--- src/rtl/id_ex_pipe_pkg.sv ---
// Shared constants and payload layout for the ID/EX pipeline register.
// Ex-control bit positions plus the default-width beat struct.
package id_ex_pkg;

    localparam int DATA_W_DEF  = 32;
    localparam int RADDR_W_DEF = 5;
    localparam int WB_W_DEF    = 2;
    localparam int M_W_DEF     = 3;
    localparam int CNT_W_DEF   = 16;
    localparam int EX_W        = 4;

    localparam int REGDST_BIT  = 3;
    localparam int ALUOP_HI    = 2;
    localparam int ALUOP_LO    = 1;
    localparam int ALUSRC_BIT  = 0;

    typedef struct packed {
        logic [WB_W_DEF-1:0]    ctlwb;
        logic [M_W_DEF-1:0]     ctlm;
        logic [EX_W-1:0]        ctlex;
        logic [DATA_W_DEF-1:0]  npc;
        logic [DATA_W_DEF-1:0]  rdata1;
        logic [DATA_W_DEF-1:0]  rdata2;
        logic [DATA_W_DEF-1:0]  sext;
        logic [RADDR_W_DEF-1:0] rt;
        logic [RADDR_W_DEF-1:0] rd;
    } id_ex_beat_t;

    localparam int BEAT_W_DEF = $bits(id_ex_beat_t);

endpackage

--- src/rtl/id_ex_pipe_if.sv ---
// ID-side and EX-side handshake plus payload bundle of the ID/EX register.
// master = upstream/downstream environment view, slave = pipeline register view.
interface id_ex_pipe_if
    import id_ex_pkg::*;
#(
    parameter int DATA_W  = DATA_W_DEF,
    parameter int RADDR_W = RADDR_W_DEF,
    parameter int WB_W    = WB_W_DEF,
    parameter int M_W     = M_W_DEF
) ();

    logic               in_valid;
    logic               in_ready;
    logic [WB_W-1:0]    ctlwb_in;
    logic [M_W-1:0]     ctlm_in;
    logic [EX_W-1:0]    ctlex_in;
    logic [DATA_W-1:0]  npc;
    logic [DATA_W-1:0]  readdat1;
    logic [DATA_W-1:0]  readdat2;
    logic [DATA_W-1:0]  signext;
    logic [RADDR_W-1:0] instr_2016;
    logic [RADDR_W-1:0] instr_1511;

    logic               out_valid;
    logic               out_ready;
    logic [WB_W-1:0]    wb_ctlout;
    logic [M_W-1:0]     m_ctlout;
    logic               regdst;
    logic               alusrc;
    logic [1:0]         aluop;
    logic [DATA_W-1:0]  npcout;
    logic [DATA_W-1:0]  rdata1out;
    logic [DATA_W-1:0]  rdata2out;
    logic [DATA_W-1:0]  s_extendout;
    logic [RADDR_W-1:0] instrout_2016;
    logic [RADDR_W-1:0] instrout_1511;

    modport master (
        output in_valid, ctlwb_in, ctlm_in, ctlex_in, npc, readdat1, readdat2,
               signext, instr_2016, instr_1511, out_ready,
        input  in_ready, out_valid, wb_ctlout, m_ctlout, regdst, alusrc, aluop,
               npcout, rdata1out, rdata2out, s_extendout, instrout_2016, instrout_1511
    );

    modport slave (
        input  in_valid, ctlwb_in, ctlm_in, ctlex_in, npc, readdat1, readdat2,
               signext, instr_2016, instr_1511, out_ready,
        output in_ready, out_valid, wb_ctlout, m_ctlout, regdst, alusrc, aluop,
               npcout, rdata1out, rdata2out, s_extendout, instrout_2016, instrout_1511
    );

endinterface

--- src/rtl/id_ex_pipe_slot.sv ---
// Single payload register with load enable; control slice (MSBs) clearable on its own.
// Latency 1 cycle from ld_i; no handshake, the owner decides when to load.
module id_ex_slot
    import id_ex_pkg::*;
#(
    parameter int W     = 8,
    parameter int CTL_W = 1
) (
    input  logic         clk,
    input  logic         rst_n,
    input  logic         ld_i,
    input  logic         clr_ctl_i,
    input  logic [W-1:0] d_i,
    output logic [W-1:0] q_o
);

    logic [W-1:0] q_q;
    logic [W-1:0] q_d;

    // Clearing the control slice wins over a load so a squash always leaves a bubble.
    always_comb begin
        q_d = q_q;
        if (clr_ctl_i) begin
            q_d[W-1 -: CTL_W] = '0;
        end else if (ld_i) begin
            q_d = d_i;
        end
    end

    always_ff @(posedge clk or negedge rst_n) begin
        if (!rst_n) begin
            q_q <= '0;
        end else begin
            q_q <= q_d;
        end
    end

    assign q_o = q_q;

endmodule

--- src/rtl/id_ex_pipe.sv ---
// ID/EX elastic pipeline register with flush and saturating stall counter; ID_EX_SKID_EN adds a skid entry.
// Latency 1 cycle input transfer to out_valid; outputs come only from flops.
// Backpressure: base in_ready = !out_valid || out_ready; skid build in_ready = !skid_valid; flush forces in_ready.
module id_ex_pipe
    import id_ex_pkg::*;
#(
    parameter int DATA_W  = DATA_W_DEF,
    parameter int RADDR_W = RADDR_W_DEF,
    parameter int WB_W    = WB_W_DEF,
    parameter int M_W     = M_W_DEF,
    parameter int CNT_W   = CNT_W_DEF
) (
    input  logic             clk,
    input  logic             rst_n,
    input  logic             flush,
    id_ex_pipe_if.slave      bus,
    output logic [CNT_W-1:0] stall_cnt
);

    localparam int CTL_W = WB_W + M_W + EX_W;
    localparam int BW    = CTL_W + 4 * DATA_W + 2 * RADDR_W;

    logic [BW-1:0]    in_beat;
    logic [BW-1:0]    main_beat;
    logic [BW-1:0]    main_d;
    logic             main_ld;
    logic             out_vld_q;
    logic             out_vld_d;
    logic             out_xfer;
    logic [EX_W-1:0]  ex_ctl;
    logic [CNT_W-1:0] cnt_q;
    logic [CNT_W-1:0] cnt_d;

    assign in_beat  = {bus.ctlwb_in, bus.ctlm_in, bus.ctlex_in, bus.npc, bus.readdat1,
                       bus.readdat2, bus.signext, bus.instr_2016, bus.instr_1511};
    assign out_xfer = out_vld_q && bus.out_ready;

`ifdef ID_EX_SKID_EN
    logic          skid_vld_q;
    logic          skid_vld_d;
    logic          skid_ld;
    logic [BW-1:0] skid_beat;

    assign bus.in_ready = flush || !skid_vld_q;

    // A full skid implies a valid main beat; it drains into main on the next output transfer.
    always_comb begin
        out_vld_d  = out_vld_q;
        skid_vld_d = skid_vld_q;
        main_ld    = 1'b0;
        skid_ld    = 1'b0;
        main_d     = in_beat;
        if (flush) begin
            out_vld_d  = 1'b0;
            skid_vld_d = 1'b0;
        end else if (skid_vld_q) begin
            if (bus.out_ready) begin
                main_ld    = 1'b1;
                main_d     = skid_beat;
                skid_vld_d = 1'b0;
            end
        end else if (bus.in_valid) begin
            if (!out_vld_q || bus.out_ready) begin
                main_ld   = 1'b1;
                out_vld_d = 1'b1;
            end else begin
                skid_ld    = 1'b1;
                skid_vld_d = 1'b1;
            end
        end else if (out_xfer) begin
            out_vld_d = 1'b0;
        end
    end

    id_ex_slot #(.W(BW), .CTL_W(CTL_W)) u_skid (
        .clk       (clk),
        .rst_n     (rst_n),
        .ld_i      (skid_ld),
        .clr_ctl_i (1'b0),
        .d_i       (in_beat),
        .q_o       (skid_beat)
    );

    always_ff @(posedge clk or negedge rst_n) begin
        if (!rst_n) begin
            skid_vld_q <= 1'b0;
        end else begin
            skid_vld_q <= skid_vld_d;
        end
    end
`else
    assign bus.in_ready = flush || !out_vld_q || bus.out_ready;
    assign main_d       = in_beat;

    always_comb begin
        out_vld_d = out_vld_q;
        main_ld   = 1'b0;
        if (flush) begin
            out_vld_d = 1'b0;
        end else if (bus.in_valid && (!out_vld_q || bus.out_ready)) begin
            main_ld   = 1'b1;
            out_vld_d = 1'b1;
        end else if (out_xfer) begin
            out_vld_d = 1'b0;
        end
    end
`endif

    id_ex_slot #(.W(BW), .CTL_W(CTL_W)) u_main (
        .clk       (clk),
        .rst_n     (rst_n),
        .ld_i      (main_ld),
        .clr_ctl_i (flush),
        .d_i       (main_d),
        .q_o       (main_beat)
    );

    always_comb begin
        cnt_d = cnt_q;
        if (out_vld_q && !bus.out_ready && !(&cnt_q)) begin
            cnt_d = cnt_q + CNT_W'(1);
        end
    end

    always_ff @(posedge clk or negedge rst_n) begin
        if (!rst_n) begin
            out_vld_q <= 1'b0;
            cnt_q     <= '0;
        end else begin
            out_vld_q <= out_vld_d;
            cnt_q     <= cnt_d;
        end
    end

    assign {bus.wb_ctlout, bus.m_ctlout, ex_ctl, bus.npcout, bus.rdata1out, bus.rdata2out,
            bus.s_extendout, bus.instrout_2016, bus.instrout_1511} = main_beat;

    assign bus.regdst    = ex_ctl[REGDST_BIT];
    assign bus.aluop     = ex_ctl[ALUOP_HI:ALUOP_LO];
    assign bus.alusrc    = ex_ctl[ALUSRC_BIT];
    assign bus.out_valid = out_vld_q;
    assign stall_cnt     = cnt_q;

endmodule

--- src/flat_wrapper.sv ---
// flat-port wrapper written by rule: the top's interface ports become plain ports
module id_ex_pipe_flat import id_ex_pkg::*;
#(
    parameter int DATA_W  = DATA_W_DEF,
    parameter int RADDR_W = RADDR_W_DEF,
    parameter int WB_W    = WB_W_DEF,
    parameter int M_W     = M_W_DEF,
    parameter int CNT_W   = CNT_W_DEF
)
  (clk, rst_n, flush, stall_cnt, bus_in_valid, bus_ctlwb_in, bus_ctlm_in, bus_ctlex_in, bus_npc, bus_readdat1, bus_readdat2, bus_signext, bus_instr_2016, bus_instr_1511, bus_out_ready, bus_in_ready, bus_out_valid, bus_wb_ctlout, bus_m_ctlout, bus_regdst, bus_alusrc, bus_aluop, bus_npcout, bus_rdata1out, bus_rdata2out, bus_s_extendout, bus_instrout_2016, bus_instrout_1511);
  id_ex_pipe_if #(.DATA_W(DATA_W), .RADDR_W(RADDR_W), .WB_W(WB_W), .M_W(M_W)) bus_i ();
  input  logic clk;
  input  logic rst_n;
  input  logic flush;
  output logic [CNT_W-1:0] stall_cnt;
  input wire logic [$bits(bus_i.in_valid)-1:0] bus_in_valid;
  input wire logic [$bits(bus_i.ctlwb_in)-1:0] bus_ctlwb_in;
  input wire logic [$bits(bus_i.ctlm_in)-1:0] bus_ctlm_in;
  input wire logic [$bits(bus_i.ctlex_in)-1:0] bus_ctlex_in;
  input wire logic [$bits(bus_i.npc)-1:0] bus_npc;
  input wire logic [$bits(bus_i.readdat1)-1:0] bus_readdat1;
  input wire logic [$bits(bus_i.readdat2)-1:0] bus_readdat2;
  input wire logic [$bits(bus_i.signext)-1:0] bus_signext;
  input wire logic [$bits(bus_i.instr_2016)-1:0] bus_instr_2016;
  input wire logic [$bits(bus_i.instr_1511)-1:0] bus_instr_1511;
  input wire logic [$bits(bus_i.out_ready)-1:0] bus_out_ready;
  output wire logic [$bits(bus_i.in_ready)-1:0] bus_in_ready;
  output wire logic [$bits(bus_i.out_valid)-1:0] bus_out_valid;
  output wire logic [$bits(bus_i.wb_ctlout)-1:0] bus_wb_ctlout;
  output wire logic [$bits(bus_i.m_ctlout)-1:0] bus_m_ctlout;
  output wire logic [$bits(bus_i.regdst)-1:0] bus_regdst;
  output wire logic [$bits(bus_i.alusrc)-1:0] bus_alusrc;
  output wire logic [$bits(bus_i.aluop)-1:0] bus_aluop;
  output wire logic [$bits(bus_i.npcout)-1:0] bus_npcout;
  output wire logic [$bits(bus_i.rdata1out)-1:0] bus_rdata1out;
  output wire logic [$bits(bus_i.rdata2out)-1:0] bus_rdata2out;
  output wire logic [$bits(bus_i.s_extendout)-1:0] bus_s_extendout;
  output wire logic [$bits(bus_i.instrout_2016)-1:0] bus_instrout_2016;
  output wire logic [$bits(bus_i.instrout_1511)-1:0] bus_instrout_1511;
  assign bus_i.in_valid = bus_in_valid;
  assign bus_i.ctlwb_in = bus_ctlwb_in;
  assign bus_i.ctlm_in = bus_ctlm_in;
  assign bus_i.ctlex_in = bus_ctlex_in;
  assign bus_i.npc = bus_npc;
  assign bus_i.readdat1 = bus_readdat1;
  assign bus_i.readdat2 = bus_readdat2;
  assign bus_i.signext = bus_signext;
  assign bus_i.instr_2016 = bus_instr_2016;
  assign bus_i.instr_1511 = bus_instr_1511;
  assign bus_i.out_ready = bus_out_ready;
  assign bus_in_ready = bus_i.in_ready;
  assign bus_out_valid = bus_i.out_valid;
  assign bus_wb_ctlout = bus_i.wb_ctlout;
  assign bus_m_ctlout = bus_i.m_ctlout;
  assign bus_regdst = bus_i.regdst;
  assign bus_alusrc = bus_i.alusrc;
  assign bus_aluop = bus_i.aluop;
  assign bus_npcout = bus_i.npcout;
  assign bus_rdata1out = bus_i.rdata1out;
  assign bus_rdata2out = bus_i.rdata2out;
  assign bus_s_extendout = bus_i.s_extendout;
  assign bus_instrout_2016 = bus_i.instrout_2016;
  assign bus_instrout_1511 = bus_i.instrout_1511;
  id_ex_pipe #(.DATA_W(DATA_W), .RADDR_W(RADDR_W), .WB_W(WB_W), .M_W(M_W), .CNT_W(CNT_W)) u_core (.clk(clk), .rst_n(rst_n), .flush(flush), .bus(bus_i), .stall_cnt(stall_cnt));
endmodule
--- config.mk ---
export PLATFORM = sky130hd
export DESIGN_NAME = id_ex_pipe_flat
export DESIGN_NICKNAME = d
export VERILOG_FILES = /design/src/rtl/id_ex_pipe_pkg.sv /design/src/rtl/id_ex_pipe_if.sv /design/src/rtl/id_ex_pipe_slot.sv /design/src/rtl/id_ex_pipe.sv /design/src/flat_wrapper.sv
export SDC_FILE = /design/constraint.sdc
export NUM_CORES = 1
export LEC_CHECK = 0
export ABC_AREA = 1
export CELL_PAD_IN_SITES_DETAIL_PLACEMENT = 1
export CELL_PAD_IN_SITES_GLOBAL_PLACEMENT = 1
export CORE_AREA = 2 2 173 133
export DETAILED_ROUTE_END_ITERATION = 7
export DIE_AREA = 0 0 175 135
export HOLD_SLACK_MARGIN = 0.1
export PLACE_DENSITY = 0.87
export SYNTH_ARGS = -nofsm -noshare
export SYNTH_HDL_FRONTEND = slang
export SYNTH_HIERARCHICAL = 1
export SYNTH_SLANG_ARGS = --single-unit
export TNS_END_PERCENT = 1
--- constraint.sdc ---
create_clock -name clk -period 3.5 [get_ports clk]
set_input_delay 0.525 -clock clk [delete_from_list [all_inputs] [get_ports clk]]
set_output_delay 0.525 -clock clk [all_outputs]
set_load 0.005 [all_outputs]
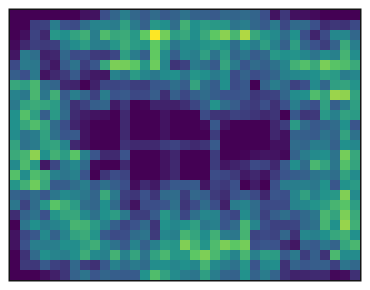
*Wiring heat map, run 1*
Drawn at 2 px/um. The die is cut into 35 by 27 equal tiles; dark purple is low, yellow is high, scaled to the fullest tile. Values are wire area over tile area, all layers added.
nearly empty tiles: 9.9%
emptiest ninth of the die: center
fullest tile: 0.48
mean over tiles: 0.16

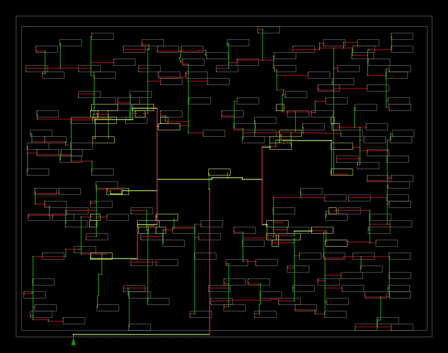
*Clock nets, run 1*
Setup Skew: 0.0156 ns
clock sink count: 164

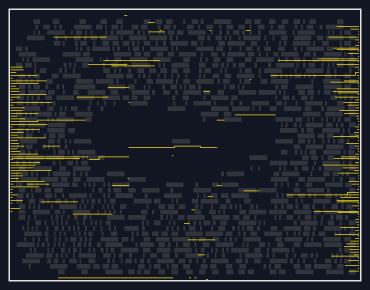
*Metal 3, run 1*
Drawn at 2 px/um. Cells faint in the background.
main direction: horizontal
share of all routed wire: 6.1%
longest straight run: 57.3 um

==> reports/metrics.csv, run 1 <==
metric,value,unit
Layout area overhead,57.1,%
Synth mux share,0,
Repair and plain buffers,322,
Logic inverters,22,
Fmax,387,MHz
syn avg cell area,8.61,um^2
met2 Track Usage GR,0.352,
outcome,completed,
Adder Area Share,0.00181,
drt drc,0,
Mapped Nets,956,
"count leader, synth",nand2_1,
Ant. Diodes,0,
"area leader, netlist",dfrtp_1,
# IOs,317,
ClkCell Share,0.0540,
layout cells sized above 1,0.0478,
Buf/Inv on CP,3,
placed wire-length estimate,16700,um
worst stage delay on the critical path,0.45,ns
worst flop-to-flop path startpoint,u_core/bus.out_valid,
"top cells, area","dfrtp_1 59%, nand2_1 20%, nand3_1 11%",
Multi-Input Combinational,568,
Ys Warns,6,
CP max-delay cell,clkdlybuf4s50_1,
Net Sw Frac,0.286,
Tapcells,294,
Post-Syn Area,0.00691,mm^2
Initial Utilization,0.317,
# port buffers,316,
Resize count post-CTS,0,
Top power group,registers,
CLK BUF,18,
Crit Path Class,input port to output port,
Main synth FF type,dfrtp_1,
placed insts,1370,
total die size,0.0236,mm^2
[run 1: routing by layer]
| metal | share of wire | up-vias |
|---|---|---|
| li1 | - | 3132 |
| met1 | 0.42 | 3243 |
| met2 | 0.50 | 192 |
| met3 | 0.061 | 29 |
| met4 | 0.016 | 0 |
| met5 | 0 | - |
[run 1: layout by cell type, fill, tap and decap left out, drive strengths merged]
cell           netlist  final
clkinvlp             0      1
o21a                 1      1
nand3              157    157
nand3b               1      1
clkdlybuf4s50        0    315
inv                 22     31
xnor2                1      1
clkinv               0      3
a21oi                1      1
clkbuf               2     18
nand2              364    364
dfrtp              164    164
or2                  1      1
nor2                25     25
buf                 47      7
xor2                 3      3
nor3                 1      1
ha                   1      1
and2                 1      1
nand4                7      7
bufinv               0      1
o21ai                4      4
### Cell sizes after repair, run 1

Drawn at 1.5 px/um.
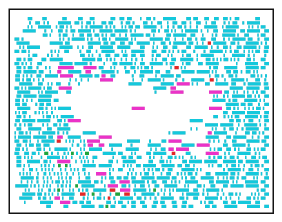

==> inputs of run 2 (changes only) <==
- CORE_AREA: 2 2 173 133 -> 2 2 188 144
- DIE_AREA: 0 0 175 135 -> 0 0 190 146
- PLACE_DENSITY: 0.87 -> 0.79
- clock period: 3.5 -> 2.3 ns (I/O delays scaled with it)
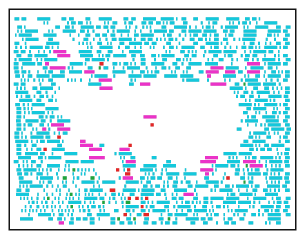
*Cell sizes after repair, run 2*
Drawn at 1.5 px/um.
[_2 cells] green | cells: 15 | most used: nor2_2
[_0 and _1 cells] cyan | cells: 1055 | most used: nand2_1
[_6 and larger] magenta | cells: 34 | most used: clkbuf_16
[_3 and _4 cells] red | cells: 16 | most used: buf_4

==> run 2 against run 1 <==
  * Utilization down 6.7 points
  * Sequential share of layout area down 0.76 points
  * Highest routed layer unchanged
  * Routed wire length up 2.7%
  * Combinational power up 53%
  * Design area up 2.1%
  * Synthesized cell count unchanged
  * Non-clock buffer count up 12
  * Count of clock-buffer cells in the layout down 1
==> reports/metrics.csv, run 2 <==
metric,value,unit
outcome,completed,
Top power group,registers,
# port buffers,316,
CP max-delay cell,clkdlybuf4s50_1,
drt drc,0,
"area leader, netlist",dfrtp_1,
clock sink count,164,
Net Sw Frac,0.272,
"count leader, synth",nand2_1,
most instantiated logic cells after routing,"361 x nand2_1, 315 x clkdlybuf4s50_1, 164 x dfrtp_1",
syn avg cell area,8.61,um^2
wire length on met1,10800,um
top logic cell by instance count in the layout,nand2_1,
metal3 WL,1720,um
Main synth FF type,dfrtp_1,
Ys Warns,6,
Highest Signal Layer,met4,
metal2 WL,11600,um
Layout area overhead,60.4,%
Post-Syn Area,0.00691,mm^2
==> run 2: cell families (layout without fill, tap and decap cells) <==
logic type                 after synthesis  count (layout)  synth area share
and+or+nand+nor                        557             557             0.339
DFF                                    164             164             0.594
buffers and inverters                   71             388            0.0543
AOI/OAI and AO/OA                        6               6           0.00579
xor gates and xnor gates                 4               4           0.00507
adders and majority gates                1               1           0.00181
other                                    0               1                 0
==> run 2: layout make-up <==
| type | count | area, um^2 | share of cell area |
|---|---|---|---|
| sequential | 164 | 4100 | 0.370 |
| timing repair buffer | 334 | 3390 | 0.306 |
| multi-input combinational | 568 | 2450 | 0.221 |
| tap | 344 | 430 | 0.0388 |
| clock buffer | 17 | 425 | 0.0384 |
| clock inverter | 15 | 203 | 0.0183 |
| inverter | 22 | 85.1 | 0.00767 |
| antenna | 1 | 2.50 | 0.000226 |
Power is estimated from default activity; no workload was simulated.
